$ cat src/rtl/mdu_pkg.sv
// Shared definitions for the RV32M multiply/divide units.
// Holds the funct3 opcode encodings, the divider state type and the special-case result constants.
package mdu_pkg;

  localparam int unsigned MDU_XLEN  = 32;
  localparam int unsigned MDU_CNT_W = 6;

  localparam logic [1:0] OP_DIV  = 2'b00;
  localparam logic [1:0] OP_DIVU = 2'b01;
  localparam logic [1:0] OP_REM  = 2'b10;
  localparam logic [1:0] OP_REMU = 2'b11;

  typedef enum logic [1:0] {
    S_IDLE = 2'd0,
    S_CALC = 2'd1,
    S_FIX  = 2'd2,
    S_FIN  = 2'd3
  } div_state_e;

  localparam logic [MDU_XLEN-1:0] DIV0_QUOT = {MDU_XLEN{1'b1}};
  localparam logic [MDU_XLEN-1:0] INT_MIN   = {1'b1, {(MDU_XLEN-1){1'b0}}};

endpackage

$ cat src/rtl/div_step.sv
// One radix-2 restoring division iteration (purely combinational).
// The partial remainder is widened by one bit so the shifted value never loses its MSB.
module div_step
  import mdu_pkg::*;
#(
  parameter int unsigned XLEN = MDU_XLEN
) (
  input  logic [XLEN-1:0] i_rem,
  input  logic            i_dvd_msb,
  input  logic [XLEN-1:0] i_divisor,
  output logic [XLEN-1:0] o_next_rem_c,
  output logic            o_q_bit_c
);

  logic [XLEN:0] w_shift;
  logic [XLEN:0] w_diff;

  assign w_shift = {i_rem, i_dvd_msb};
  assign w_diff  = w_shift - {1'b0, i_divisor};

  // No borrow out of the subtract means the shifted remainder covers the divisor.
  assign o_q_bit_c    = ~w_diff[XLEN];
  assign o_next_rem_c = o_q_bit_c ? w_diff[XLEN-1:0] : w_shift[XLEN-1:0];

endmodule

$ cat src/rtl/seq_divider.sv
// Multi-cycle RV32M DIV/DIVU/REM/REMU unit, one quotient bit per clock.
// Divide-by-zero and signed overflow bypass the iteration and complete in one cycle.
module seq_divider
  import mdu_pkg::*;
#(
  parameter int unsigned XLEN  = MDU_XLEN,
  parameter int unsigned CNT_W = MDU_CNT_W
) (
  input  logic            CLK,
  input  logic            RESET,
  input  logic            START,
  input  logic [XLEN-1:0] DATA1,
  input  logic [XLEN-1:0] DATA2,
  input  logic [1:0]      SELECT,
  output logic [XLEN-1:0] RESULT,
  output logic            BUSY,
  output logic            DONE
);

  localparam logic [XLEN-1:0] L_INT_MIN = XLEN'(INT_MIN);
  localparam logic [XLEN-1:0] L_ALL_ONE = XLEN'(DIV0_QUOT);

  div_state_e r_state;
  div_state_e w_next;

  logic [1:0]      r_op;
  logic            r_q_neg;
  logic            r_r_neg;
  logic [XLEN-1:0] r_dvd;
  logic [XLEN-1:0] r_dvs;
  logic [XLEN-1:0] r_rem;
  logic [XLEN-1:0] r_quot;
  logic [CNT_W-1:0] r_cnt;
  logic [XLEN-1:0] r_result;
  logic            r_busy;
  logic            r_done;

  logic            w_signed;
  logic            w_is_rem;
  logic            w_div0;
  logic            w_ovf;
  logic            w_fast;
  logic [XLEN-1:0] w_fast_res;
  logic [XLEN-1:0] w_abs1;
  logic [XLEN-1:0] w_abs2;
  logic [XLEN-1:0] w_fix_res;
  logic [XLEN-1:0] w_step_rem;
  logic            w_q_bit;
  logic            w_busy_nxt;
  logic            w_done_nxt;

  // Decode of the raw request operands, only meaningful in IDLE.
  assign w_signed   = ~SELECT[0];
  assign w_is_rem   = SELECT[1];
  assign w_div0     = (DATA2 == '0);
  assign w_ovf      = w_signed && (DATA1 == L_INT_MIN) && (DATA2 == L_ALL_ONE);
  assign w_fast     = w_div0 | w_ovf;
  assign w_fast_res = w_div0 ? (w_is_rem ? DATA1 : L_ALL_ONE)
                             : (w_is_rem ? '0 : L_INT_MIN);
  assign w_abs1     = (w_signed && DATA1[XLEN-1]) ? (~DATA1 + XLEN'(1)) : DATA1;
  assign w_abs2     = (w_signed && DATA2[XLEN-1]) ? (~DATA2 + XLEN'(1)) : DATA2;

  assign w_fix_res = r_op[1] ? (r_r_neg ? (~r_rem  + XLEN'(1)) : r_rem)
                             : (r_q_neg ? (~r_quot + XLEN'(1)) : r_quot);

  div_step #(.XLEN(XLEN)) u_step (
    .i_rem        (r_rem),
    .i_dvd_msb    (r_dvd[XLEN-1]),
    .i_divisor    (r_dvs),
    .o_next_rem_c (w_step_rem),
    .o_q_bit_c    (w_q_bit)
  );

  always_ff @(posedge CLK or posedge RESET) begin
    if (RESET) r_state <= S_IDLE;
    else       r_state <= w_next;
  end

  always_comb begin
    w_next     = r_state;
    w_busy_nxt = 1'b0;
    w_done_nxt = 1'b0;
    case (r_state)
      S_IDLE: if (START) w_next = w_fast ? S_FIN : S_CALC;
      S_CALC: if (r_cnt == '0) w_next = S_FIX;
      S_FIX:  w_next = S_FIN;
      S_FIN:  w_next = S_IDLE;
      default: w_next = S_IDLE;
    endcase
    w_busy_nxt = (w_next == S_CALC) || (w_next == S_FIX);
    w_done_nxt = (w_next == S_FIN);
  end

  always_ff @(posedge CLK or posedge RESET) begin
    if (RESET) begin
      r_op     <= '0;
      r_q_neg  <= 1'b0;
      r_r_neg  <= 1'b0;
      r_dvd    <= '0;
      r_dvs    <= '0;
      r_rem    <= '0;
      r_quot   <= '0;
      r_cnt    <= '0;
      r_result <= '0;
      r_busy   <= 1'b0;
      r_done   <= 1'b0;
    end else begin
      r_busy <= w_busy_nxt;
      r_done <= w_done_nxt;
      case (r_state)
        S_IDLE: begin
          if (START) begin
            r_op    <= SELECT;
            r_q_neg <= w_signed & (DATA1[XLEN-1] ^ DATA2[XLEN-1]);
            r_r_neg <= w_signed & DATA1[XLEN-1];
            r_dvd   <= w_abs1;
            r_dvs   <= w_abs2;
            r_rem   <= '0;
            r_quot  <= '0;
            r_cnt   <= CNT_W'(XLEN - 1);
            if (w_fast) r_result <= w_fast_res;
          end
        end
        S_CALC: begin
          r_rem  <= w_step_rem;
          r_quot <= {r_quot[XLEN-2:0], w_q_bit};
          r_dvd  <= {r_dvd[XLEN-2:0], 1'b0};
          r_cnt  <= r_cnt - CNT_W'(1);
        end
        S_FIX:   r_result <= w_fix_res;
        default: ;
      endcase
    end
  end

  assign RESULT = r_result;
  assign BUSY   = r_busy;
  assign DONE   = r_done;

endmodule

$ cat config.mk
export PLATFORM = sky130hd
export DESIGN_NAME = seq_divider
export DESIGN_NICKNAME = d
export VERILOG_FILES = /design/src/rtl/mdu_pkg.sv /design/src/rtl/div_step.sv /design/src/rtl/seq_divider.sv
export SDC_FILE = /design/constraint.sdc
export NUM_CORES = 1
export LEC_CHECK = 0
export CORE_MARGIN = 2
export CORE_UTILIZATION = 35
export CTS_BUF_LIST = sky130_fd_sc_hd__clkbuf_8
export DETAILED_ROUTE_END_ITERATION = 6
export PLACE_DENSITY_LB_ADDON = 0.08
export SYNTH_ARGS = -nofsm -noshare
export SYNTH_HDL_FRONTEND = slang
export SYNTH_HIERARCHICAL = 1
export SYNTH_SLANG_ARGS = --single-unit
$ cat constraint.sdc
create_clock -name CLK -period 5.9 [get_ports CLK]
set_clock_uncertainty 0.2 [all_clocks]
set_input_delay 1.18 -clock CLK [delete_from_list [all_inputs] [get_ports CLK]]
set_output_delay 1.18 -clock CLK [all_outputs]
set_load 0.01 [all_outputs]
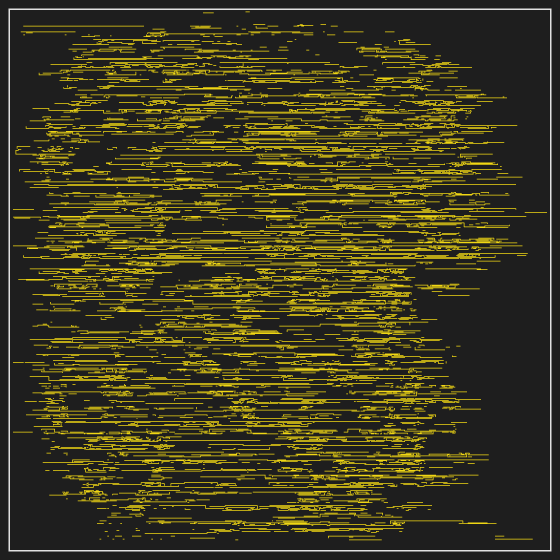
Figure 1: run 1, met1 routing.
1446 nets have wire on it. The wires run mostly horizontal.
wirelength, routed: 40.8 mm
vias after detailed routing: 10906
global-route met1 utilization: 34.3%

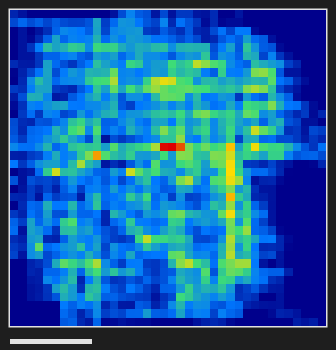
Figure 2: run 1, wire density map.
Bar = 50 um. The die is cut into 38 by 38 equal tiles; dark blue is low, red is high, scaled to the fullest tile. Values are wire area over tile area, all layers added.
The fullest tile reaches 0.72. 7.8% of the tiles are over half the peak. The densest ninth of the die: centre. 16% of the tiles are nearly empty. The mean over all tiles is 0.17. The emptiest ninth of the die: lower right.
overall global routing resource usage: 22.4%
mean routed wirelength per cell: 21.3 um

==> flow_metrics.tcl, run 1 <==
# place-and-route summary
set metrics [dict create \
    outcome "finished, final reports clean" \
    floorplanUtilization_pct 35.7 \
    slew_headroom_pct 27.9 \
    numPortBuffers 102 \
    post-route-period-util_pct 77.7 \
    synth_cell_types 85 \
    placed_area_sq_um 13800 \
    finalWorstPathRequiredPeriod_ns 4.59 \
    htree_levels 4 \
    drt_iter0_drc 852 \
    nNetsFinal 1556 \
    hold_ws_ns 0.286 \
    postCtsResizedCells 0 \
    layoutNonFillerInstCount 1914 \
    post_synth.cell_area_avg_sq_um 8.90 \
    mostFrequentLayoutCell "sky130_fd_sc_hd__dfrtp_1" \
    powerDensity_nw_per_um2 604 \
    maxClockFrequency_mhz 218 \
    ys.warnings.count 6 \
    worstPathRequired_ns 6.07 \
    setup_total_negative_slack_ns 0 \
    grt_util_met3_pct 3.71 \
    timing_worst_slew_pin_value_ns 1.08 \
    global_route_wire_length_before_repair_mm 63.1 \
    hold_path.class "reg2reg" \
    hold_depth 2 \
    r2r_start "r_rem[0]" \
    synth_async_sr_flop_share_pct 100 \
    grt_setup_unrepaired "false" \
    cts.repair_timing.setup_buffer_count 0 \
    ys_seq_elements 173 \
    firstDrtPassIters 5 \
    clk_transition_reported_paths_ns 0.10 \
    cts-root-to-sink-buffers 2 \
    design.portCount 103 \
    postRouteAntennaNets 0 \
    r2r-end "r_rem[14]" \
    ys_seq_share_pct 34.9 \
    post-place-cells 1882 \
    route.detailed.drc 0 \
    antenna_found_initial 0 \
    slew_violations 0 \
    hp-start "r_dvs[19]" \
    die_area_sq_um 37000 \
    mappedNetlistArea_sq_um 12400 \
    enable_flop_cells 0 \
    final_core_utilization_pct 40.7 \
    yosysCellCount 1394 \
    layout_setup_ws_ns 1.31 \
    post_synth_area_from_yosys_stat_sq_um 12400 \
    timing.critical_path.arrival_ns 4.76 \
    global_route.usage.met2_pct 32.9 \
    final-hold-violation-count 0 \
    ys.flop_type "sky130_fd_sc_hd__dfrtp_1" \
    critPathMaxFanout 28 \
    critical_path.endpoint_type "flip-flop" \
    hpwlAfterDp_mm 30.0 \
    syn_inst 1394 \
    timing.final.setup_violations 0 \
    fp_nets 1504 \
    root_buffer "sky130_fd_sc_hd__clkbuf_8" \
    place_congestion 0.861 \
    stage_log_warning_count 30 \
    max_cap_violations 0 \
    grt_overflow_total 0 \
    y_dimension_of_the_die_um 192 \
]
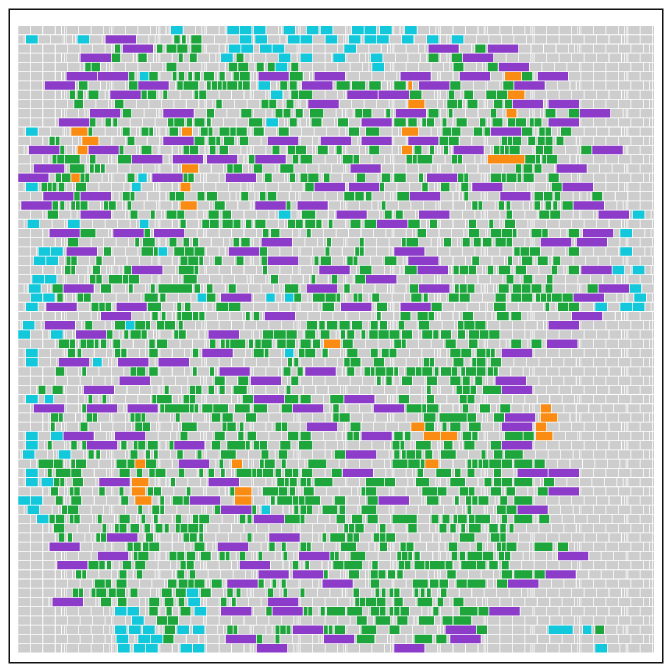
Figure 3: run 1, cells coloured by class.
Fill, decap, tap and diode cells in grey.
Key: cyan = remaining buffers and delay cells [cells 117]; green = remaining logic cells [cells 1137]; orange = clock drivers and dummy loads [cells 32]; purple = sequential cells [cells 173]
Std-Cell Core Area: 34700 sq um
std cell rows: 68
area of all placed cells without fillers: 14100 sq um

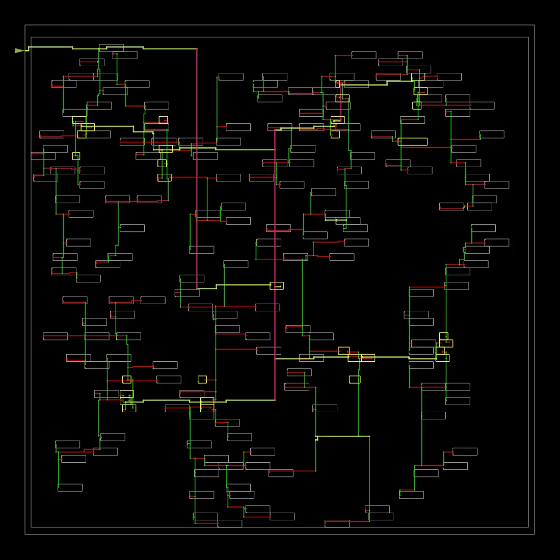
Figure 4: run 1, clock wiring as the flow saved it.
# clock sinks: 173
Latency at later pin: 0.49 ns
clock network power consumption: 0.000875 W
flip-flop and latch count: 173

## run 1: synthesized netlist by cell type (22+ instances only)
library cell	instances	area, sq um
sky130_fd_sc_hd__a22oi_1	22	165
sky130_fd_sc_hd__nor2_1	66	248
sky130_fd_sc_hd__xor2_1	78	683
sky130_fd_sc_hd__a22o_1	53	464
sky130_fd_sc_hd__ha_1	40	500
sky130_fd_sc_hd__o31ai_1	33	248
sky130_fd_sc_hd__nor3_1	27	135
sky130_fd_sc_hd__o21ai_0	123	616
sky130_fd_sc_hd__a21oi_1	64	320
sky130_fd_sc_hd__nand2_1	116	435
sky130_fd_sc_hd__inv_1	66	248
sky130_fd_sc_hd__dfrtp_1	173	4330
sky130_fd_sc_hd__nor4_1	27	169
sky130_fd_sc_hd__nor2b_1	22	138
sky130_fd_sc_hd__clkbuf_1	71	267
sky130_fd_sc_hd__xnor2_1	65	569
sky130_fd_sc_hd__nand3_1	31	155
## run 1: flip-flops by register name (all words and copies together) (netlist names)
register,count
BUSY,1
r_r_neg,1
r_rem,32
r_q_neg,1
r_dvs,32
r_state,2
r_quot,32
RESULT,32
r_op,1
r_cnt,6
DONE,1
r_dvd,32
## run 1: worst max-delay path, cell delays in order
cell	delay, ns
sky130_fd_sc_hd__clkdlybuf4s50_1	0.48
sky130_fd_sc_hd__nor4_1	0.80
sky130_fd_sc_hd__nand4_1	0.52
sky130_fd_sc_hd__or3_4	0.55
sky130_fd_sc_hd__o32ai_4	0.55
sky130_fd_sc_hd__nor2_4	0.26
sky130_fd_sc_hd__a221o_1	0.40
## run 1: power breakdown
| group | switching [W] | internal, W | total, W |
|---|---|---|---|
| clock | 0.000525 | 0.000349 | 0.000875 |
| combinational | 0.00284 | 0.00244 | 0.00528 |
| sequential | 0.000698 | 0.00169 | 0.00239 |
| total | 0.00406 | 0.00448 | 0.00855 |
## run 1: logic make-up (layout without fill, tap and decap cells)
logic type	Yosys count	after routing	synth area share, %
compound gates	440	440	24.4
xor+xnor	143	143	10.1
fa+ha+maj	41	41	4.20
buf+inv	152	217	5.21
flops	173	173	34.9
mux	43	43	4.48
simple gates	402	402	16.7
## run 1: worst max path at each step
stage | start | endpoint | slack, ns | depth (start not counted)
after floorplan | DATA1[16] | RESULT[24] | 1.80 | 7
after global placement | DATA2[7] | RESULT[15] | 0.93 | 8
after detailed placement | DATA1[4] | RESULT[13] | 0.87 | 7
after CTS | DATA1[4] | RESULT[19] | 1.43 | 7
after global routing | DATA1[4] | RESULT[7] | 1.17 | 7
final | DATA1[4] | RESULT[19] | 1.31 | 7
## run 1: cell type report
| cell class | count | area [sq um] |
|---|---|---|
| clock inverter | 15 | 154 |
| fill | 3569 | 20600 |
| sequential | 173 | 4330 |
| clock buffer | 17 | 234 |
| tap | 455 | 569 |
| inverter | 68 | 267 |
| timing repair buffer | 117 | 1150 |
| multi-input combinational | 1069 | 7440 |
## run 1: layer usage
metal / wire length (um) / vias to the layer above
met2: 17800 / 312
met3: 2190 / 28
met5: 0 / -
li1: - / 5250
met1: 20300 / 5316
met4: 469 / 0
Figure 5. Metal 3 (run 1).
Bar = 50 um.
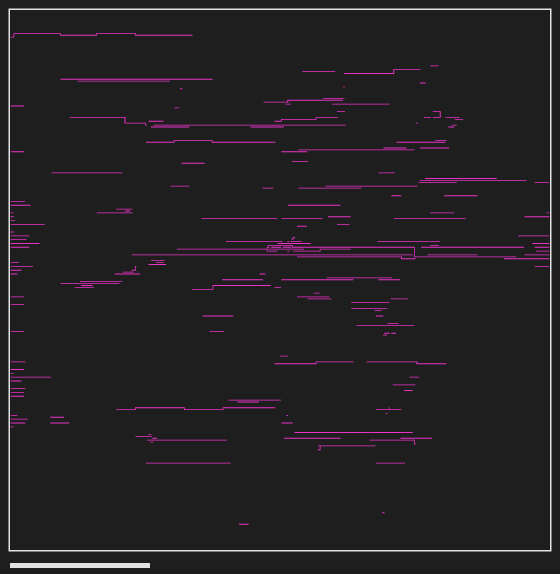

--- run 2 (diff from run 1) ---
clock period = 3.9 ns   (was 5.9 ns; I/O delays follow)
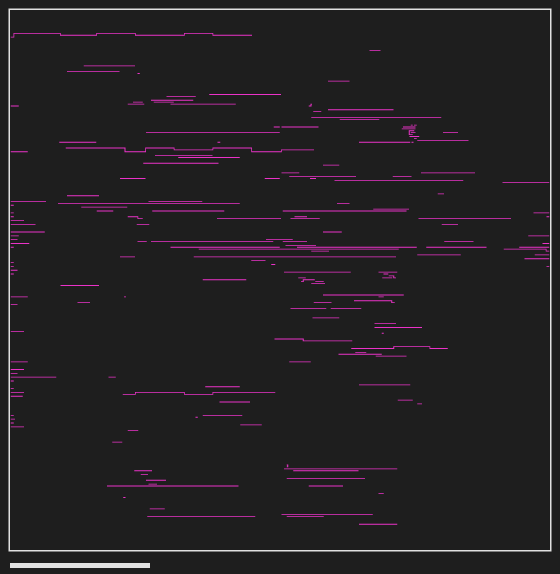
Figure 6: run 2, metal 3.
Bar = 50 um.
The wires run mostly horizontal. 148 nets have wire on it. The longest straight run is 71.8 um. The layer holds 5.5% of the routed length. The layer carries 2280 um of wire.
met3 Usage GRT: 3.64%
vias after detailed routing: 11214
wirelength, routed: 41.8 mm

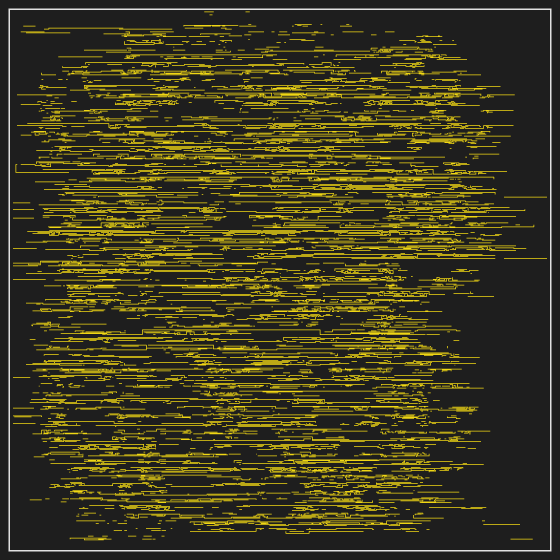
Figure 7: run 2, met1 routing.
The layer holds 50% of the routed length. The wires run mostly horizontal. 1514 nets have wire on it. The layer carries 21.0 mm of wire. The longest straight run is 63.2 um.
global-route met1 utilization: 36.0%

==> flow_metrics.tcl, run 2 <==
# place-and-route summary
set metrics [dict create \
    outcome "finished, final reports clean" \
    grt_setup_unrepaired "false" \
    ys.flop_type "sky130_fd_sc_hd__dfrtp_1" \
    antenna_found_initial 0 \
    yosysCellCount 1394 \
    synth_dominant_cell_count "sky130_fd_sc_hd__dfrtp_1" \
    post-synth-top-area-fraction_pct 34.9 \
    mappedNetlistArea_sq_um 12400 \
    numPortBuffers 102 \
    post-route-period-util_pct 93.9 \
    max_cap_violations 0 \
    global_route_wire_length_before_repair_mm 65.7 \
    finalWorstPathRequiredPeriod_ns 3.66 \
    route.detailed.wl_per_inst_um 21.1 \
    route.detailed.drc 0 \
    final_core_utilization_pct 42.4 \
    floorplanUtilization_pct 35.7 \
    nNetsFinal 1626 \
    ys_seq_share_pct 34.9 \
    post-place-cells 1952 \
    synth_cell_types 85 \
    critical_path.endpoint_type "flip-flop" \
    fp_nets 1504 \
    num-fill-cells 3517 \
    slew_violations 0 \
    post_synth_area_from_yosys_stat_sq_um 12400 \
    hold_path.class "reg2reg" \
    maxClockFrequency_mhz 273 \
    design_area_sq_um 14700 \
    timing_worst_slew_pin_value_ns 0.736 \
    cts-root-to-sink-buffers 2 \
    ys.warnings.count 6 \
    powerDensity_nw_per_um2 896 \
    place_congestion 0.864 \
    final-hold-violation-count 0 \
    tritoncts_num_sinks 173 \
    drt_iter0_drc 847 \
    y_dimension_of_the_die_um 192 \
    worstPathRequired_ns 4.07 \
    die_area_sq_um 37000 \
    clock_latency_ns 0.49 \
    stage_log_warning_count 30 \
    grt_overflow_total 0 \
    timing.critical_path.arrival_ns 3.84 \
    topCellsByArea "sky130_fd_sc_hd__dfrtp_1, sky130_fd_sc_hd__xor2_1, sky130_fd_sc_hd__o21ai_0" \
    clk_transition_reported_paths_ns 0.11 \
    synth.largest_area_cell "sky130_fd_sc_hd__dfrtp_1" \
    root_buffer "sky130_fd_sc_hd__clkbuf_8" \
    grtUsageTotal_pct 23.2 \
    htree_levels 4 \
    multiInputGateArea_sq_um 7440 \
    synth_async_sr_flop_share_pct 100 \
    hpwlAfterDp_mm 31.4 \
    critPathMaxFanout 24 \
    rows 68 \
    timing.final.setup_violations 0 \
    seqCellArea_sq_um 4330 \
    post_synth.cell_area_avg_sq_um 8.90 \
    synth.cells.most_frequent "sky130_fd_sc_hd__dfrtp_1, sky130_fd_sc_hd__o21ai_0, sky130_fd_sc_hd__nand2_1" \
]
run 2: cell counts after synthesis:
Identical to the previous run, type by type.
run 2: final cells by class:
cell class	instances	share of cell area (%)
Timing Repair Buffer	187	11.7
Sequential cell	173	29.4
Clock inverter	15	1.03
Tap cell	455	3.87
Inverter	68	1.84
Clock buffer	17	1.59
Multi-Input combinational cell	1069	50.6
run 2: cells by family (layout without fill, tap and decap cells):
| kind of cell | after synthesis | count (layout) | synth area share [%] |
|---|---|---|---|
| adders and majority gates | 41 | 41 | 4.20 |
| muxes | 43 | 43 | 4.48 |
| DFF | 173 | 173 | 34.9 |
| and+or+nand+nor | 402 | 402 | 16.7 |
| AOI/OAI and AO/OA | 440 | 440 | 24.4 |
| buffers and inverters | 152 | 287 | 5.21 |
| xor gates and xnor gates | 143 | 143 | 10.1 |
run 2: final timing paths:
kind	start	end	slack, ns	cells after the start
worst min-delay path	r_dvs[4]	r_dvs[4]	0.28	2
max in group asynchronous	RESET	r_cnt[2]	2.31	3
worst max register to register	r_dvd[31]	r_rem[25]	0.24	14
worst max-delay path	r_dvd[31]	r_rem[25]	0.24	14
worst min register to register	r_dvs[4]	r_dvs[4]	0.28	2
min in group asynchronous	RESET	r_rem[17]	0.56	3
run 2: report_power, final:
group	switching, W	internal [W]	total [W]
sequential	0.000830	0.00256	0.00339
combinational	0.00457	0.00392	0.00849
clock	0.000828	0.000476	0.00130
total	0.00623	0.00696	0.0132
run 2: through the flow:
step | hold WS [ns] | TNS [ns]
final | 0.281 | 0
after global routing | 0.307 | 0
after floorplan | 0.239 | 0
after CTS | 0.287 | 0
after detailed placement | 0.262 | -4.24
after global placement | 0.255 | -3.44
run 2: routing by layer:
metal	vias to the layer above	track usage [%]	wire, um
met5	-	0	0
met4	0	4.43	465
met3	25	3.64	2280
met2	307	33.9	18000
met1	5488	36.0	21000
li1	5394	-	-
run 2: worst max-delay path, stage by stage, from the launching register on:
cell,delay (ns)
sky130_fd_sc_hd__dfrtp_1,0.39
sky130_fd_sc_hd__inv_1,0.05
sky130_fd_sc_hd__ha_1,0.22
sky130_fd_sc_hd__fa_1,0.41
sky130_fd_sc_hd__and2b_1,0.25
sky130_fd_sc_hd__o2111ai_2,0.13
sky130_fd_sc_hd__a21oi_2,0.25
sky130_fd_sc_hd__o211ai_2,0.18
sky130_fd_sc_hd__a211oi_4,0.29
sky130_fd_sc_hd__nor2_4,0.09
sky130_fd_sc_hd__mux2i_4,0.17
sky130_fd_sc_hd__and2_4,0.20
sky130_fd_sc_hd__clkinv_8,0.16
sky130_fd_sc_hd__mux2_4,0.34
sky130_fd_sc_hd__a22o_1,0.20
run 2: timing repair:
item / CTS / global route
setup buffers: 0 / 0
setup endpoints to repair: 0 / 3
resized: 0 / 1
--- run 3 (diff from run 2) ---
CAP_MARGIN = 15   (was unset)
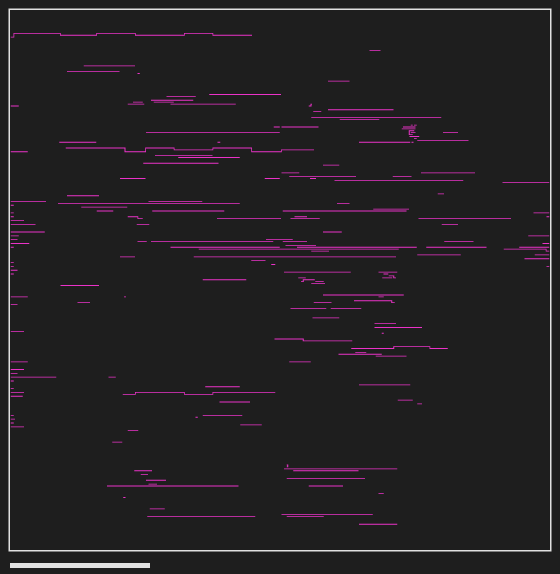
Figure 8: run 3, metal 3.
Bar = 50 um.
148 nets have wire on it. The longest straight run is 71.8 um.

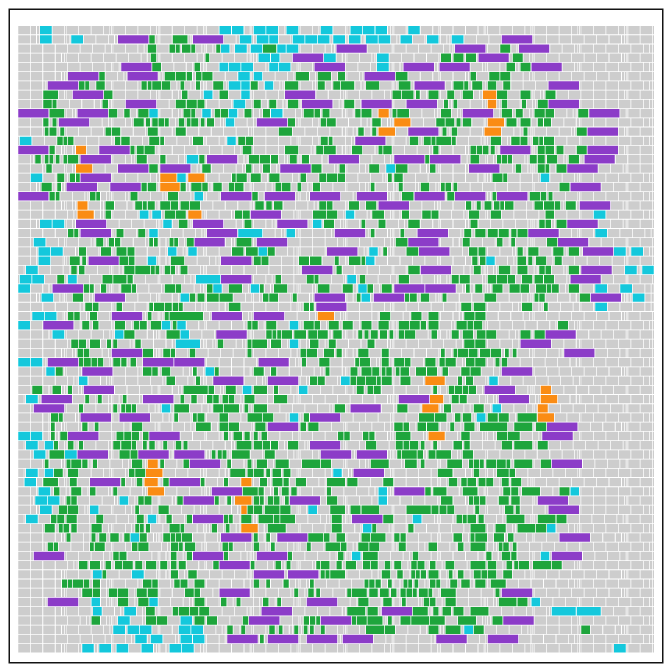
Figure 9: run 3, cells coloured by class.
Fill, decap, tap and diode cells in grey.
Key: orange = clock drivers and dummy loads [cells 32]; purple = sequential cells [cells 173]; cyan = remaining buffers and delay cells [cells 187]; green = remaining logic cells [cells 1137]
area of all placed cells without fillers: 14700 sq um
flop share of the area: 29.4%
utilization of the core after routing: 42.4%

==> flow_metrics.tcl, run 3 <==
# place-and-route summary
set metrics [dict create \
    outcome "finished, final reports clean" \
    route.detailed.drc 0 \
    num-fill-cells 3517 \
    critical_path.endpoint_type "flip-flop" \
    post-synth-top-area-fraction_pct 34.9 \
    ys.warnings.count 6 \
    routed_wl_met2_mm 18.0 \
    hold_path.class "reg2reg" \
    timing.critical_path.depth 14 \
    slew_violations 0 \
    die_area_sq_um 37000 \
    worstPathRequired_ns 4.07 \
    r2r-end "r_rem[25]" \
    maxClockFrequency_mhz 273 \
    nNetsFinal 1626 \
    timing.reg2reg.setup_slack_ns 0.24 \
    synth_dominant_cell_count "sky130_fd_sc_hd__dfrtp_1" \
    final-hold-violation-count 0 \
    netSwitchingFraction_pct 47.2 \
    cts-hold-fix-buffers 0 \
    yosysCellCount 1394 \
    timing.critical_path.slowest_cell_delay_ns 0.41 \
    timing.critical_path.slowest_stage_cell "sky130_fd_sc_hd__fa_1" \
    numPortBuffers 102 \
    crit_chain "inv_1, ha_1, fa_1, and2b_1, o2111ai_2, a21oi_2, o211ai_2, a211oi_4, nor2_4, mux2i_4, and2_4, clkinv_8, mux2_4, a22o_1" \
    htree_levels 4 \
    critical_path_capture_point "r_rem[25]" \
    timing.final.setup_violations 0 \
    fp_nets 1504 \
    mappedNetlistArea_sq_um 12400 \
    final_layout_top_logic_cells "sky130_fd_sc_hd__dfrtp_1, sky130_fd_sc_hd__o21ai_0, sky130_fd_sc_hd__nand2_1" \
    layout_setup_ws_ns 0.238 \
    synth.cells.most_frequent "sky130_fd_sc_hd__dfrtp_1, sky130_fd_sc_hd__o21ai_0, sky130_fd_sc_hd__nand2_1" \
    uppermost_signal_routing_layer_after_detailed_routing "met4" \
    number_of_cells_traversed_by_the_worst_register_to_register_path 14 \
    cts-root-to-sink-buffers 2 \
    grt_setup_unrepaired "false" \
    vias_per_cell 5.65 \
    drt_iter0_drc 847 \
    die_w_um 192 \
    root_buffer "sky130_fd_sc_hd__clkbuf_8" \
    number_of_global_route_vias_before_repair 10834 \
    synth_async_sr_flop_share_pct 100 \
    clk_transition_reported_paths_ns 0.11 \
    synth.largest_area_cell "sky130_fd_sc_hd__dfrtp_1" \
    insertedDiodeCount 0 \
    topCellsByArea "sky130_fd_sc_hd__dfrtp_1, sky130_fd_sc_hd__xor2_1, sky130_fd_sc_hd__o21ai_0" \
    powerDensity_nw_per_um2 896 \
    max_cap_violations 0 \
    place_congestion 0.864 \
    clockPowerShare_pct 9.9 \
    post_synth.cell_area_avg_sq_um 8.90 \
    timing_worst_slew_pin_value_ns 0.736 \
    setup_total_negative_slack_ns 0 \
    r2r_start "r_dvd[31]" \
    switching_power_w 0.00623 \
    y_dimension_of_the_die_um 192 \
    antenna_found_initial 0 \
    post-route-period-util_pct 93.9 \
    finalWorstPathRequiredPeriod_ns 3.66 \
    synth_cell_types 85 \
    power.share.sequential_pct 25.7 \
    wirelength_met1_mm 21.0 \
    critPathMaxFanout 24 \
    routed-via-count 11214 \
    cpLargestDelayFamily "AND-OR/OR-AND gates" \
    cellInternalPower_w 0.00696 \
    post_synth_area_from_yosys_stat_sq_um 12400 \
    placement_setup_slack_ns -0.194 \
    grt_overflow_total 0 \
    power.combinational.fraction_pct 64.4 \
    global_route_wire_length_before_repair_mm 65.7 \
    route.detailed.wl_per_inst_um 21.1 \
    hold_ws_ns 0.281 \
    ys.flop_type "sky130_fd_sc_hd__dfrtp_1" \
    floorplanUtilization_pct 35.7 \
    stage_log_warning_count 30 \
    met3WireLength_mm 2.28 \
    timing.critical_path.arrival_ns 3.84 \
    grtUsageTotal_pct 23.2 \
    ys_seq_share_pct 34.9 \
    hpwlAfterDp_mm 31.4 \
    critical_path_buf_inv_count 2 \
    critical_path.startpoint "r_dvd[31]" \
    tritoncts_num_sinks 173 \
    route.final.wire_length_mm 41.8 \
    clock_latency_ns 0.49 \
    rows 68 \
]
## run 3: cell counts after synthesis
No cell type changed its count.
## run 3: per-stage QoR
stage,std cells,power (W)
floorplan,1394,0.00969
global placement,1952,0.0118
detailed placement,1952,0.0119
CTS,1984,0.0132
global route,1984,0.0143
finish,1984,0.0132
## run 3: worst min path at each step
stage	startpoint	endpoint	slack (ns)	depth (start not counted)
2_1_floorplan	r_dvs[4]	r_dvs[4]	0.24	2
3_3_place_gp	r_dvs[4]	r_dvs[4]	0.26	2
3_5_place_dp	r_dvs[4]	r_dvs[4]	0.26	2
4_1_cts	r_dvs[4]	r_dvs[4]	0.29	2
5_1_grt	r_dvs[5]	r_dvs[5]	0.31	2
6_report	r_dvs[4]	r_dvs[4]	0.28	2
## run 3: layer usage
metal	vias to the layer above	global-route usage, %
met1	5488	36.0
met5	-	0
met3	25	3.64
li1	5394	-
met2	307	33.9
met4	0	4.43
## run 3: tightest hold or removal path, delay by kind of cell (launching register included)
family           cells  cell delay [ns]
DFF                  1             0.36
and+or+nand+nor      2             0.10
## run 3: area by class of cell
type,instances,area [sq um],area share (%)
multi-input combinational,1069,7440,50.6
sequential,173,4330,29.4
timing repair buffer,187,1720,11.7
tap,455,569,3.87
inverter,68,272,1.84
clock buffer,17,234,1.59
clock inverter,15,151,1.03
## run 3: power groups by stage
stage | clock network [W] | logic [W] | registers, W
2_1_floorplan | 0 | 0.00654 | 0.00315
3_3_place_gp | 0 | 0.00838 | 0.00341
3_5_place_dp | 0 | 0.00845 | 0.00341
4_1_cts | 0.00134 | 0.00846 | 0.00339
5_1_grt | 0.00142 | 0.00938 | 0.00350
6_report | 0.00130 | 0.00849 | 0.00339
## run 3: timing repair
item | 4_1_cts | 5_1_grt
endpoints found under the setup margin | 0 | 3
resized | 0 | 1
setup buffers | 0 | 0
## run 3: kinds of logic after synthesis
| logic type | count (synthesis) | share of synthesized area [%] |
|---|---|---|
| DFF | 173 | 34.9 |
| AOI/OAI and AO/OA | 440 | 24.4 |
| and+or+nand+nor | 402 | 16.7 |
| adders and majority gates | 41 | 4.20 |
| muxes | 43 | 4.48 |
| xor gates and xnor gates | 143 | 10.1 |
| buffers and inverters | 152 | 5.21 |
Power and IR drop assume default switching activity.
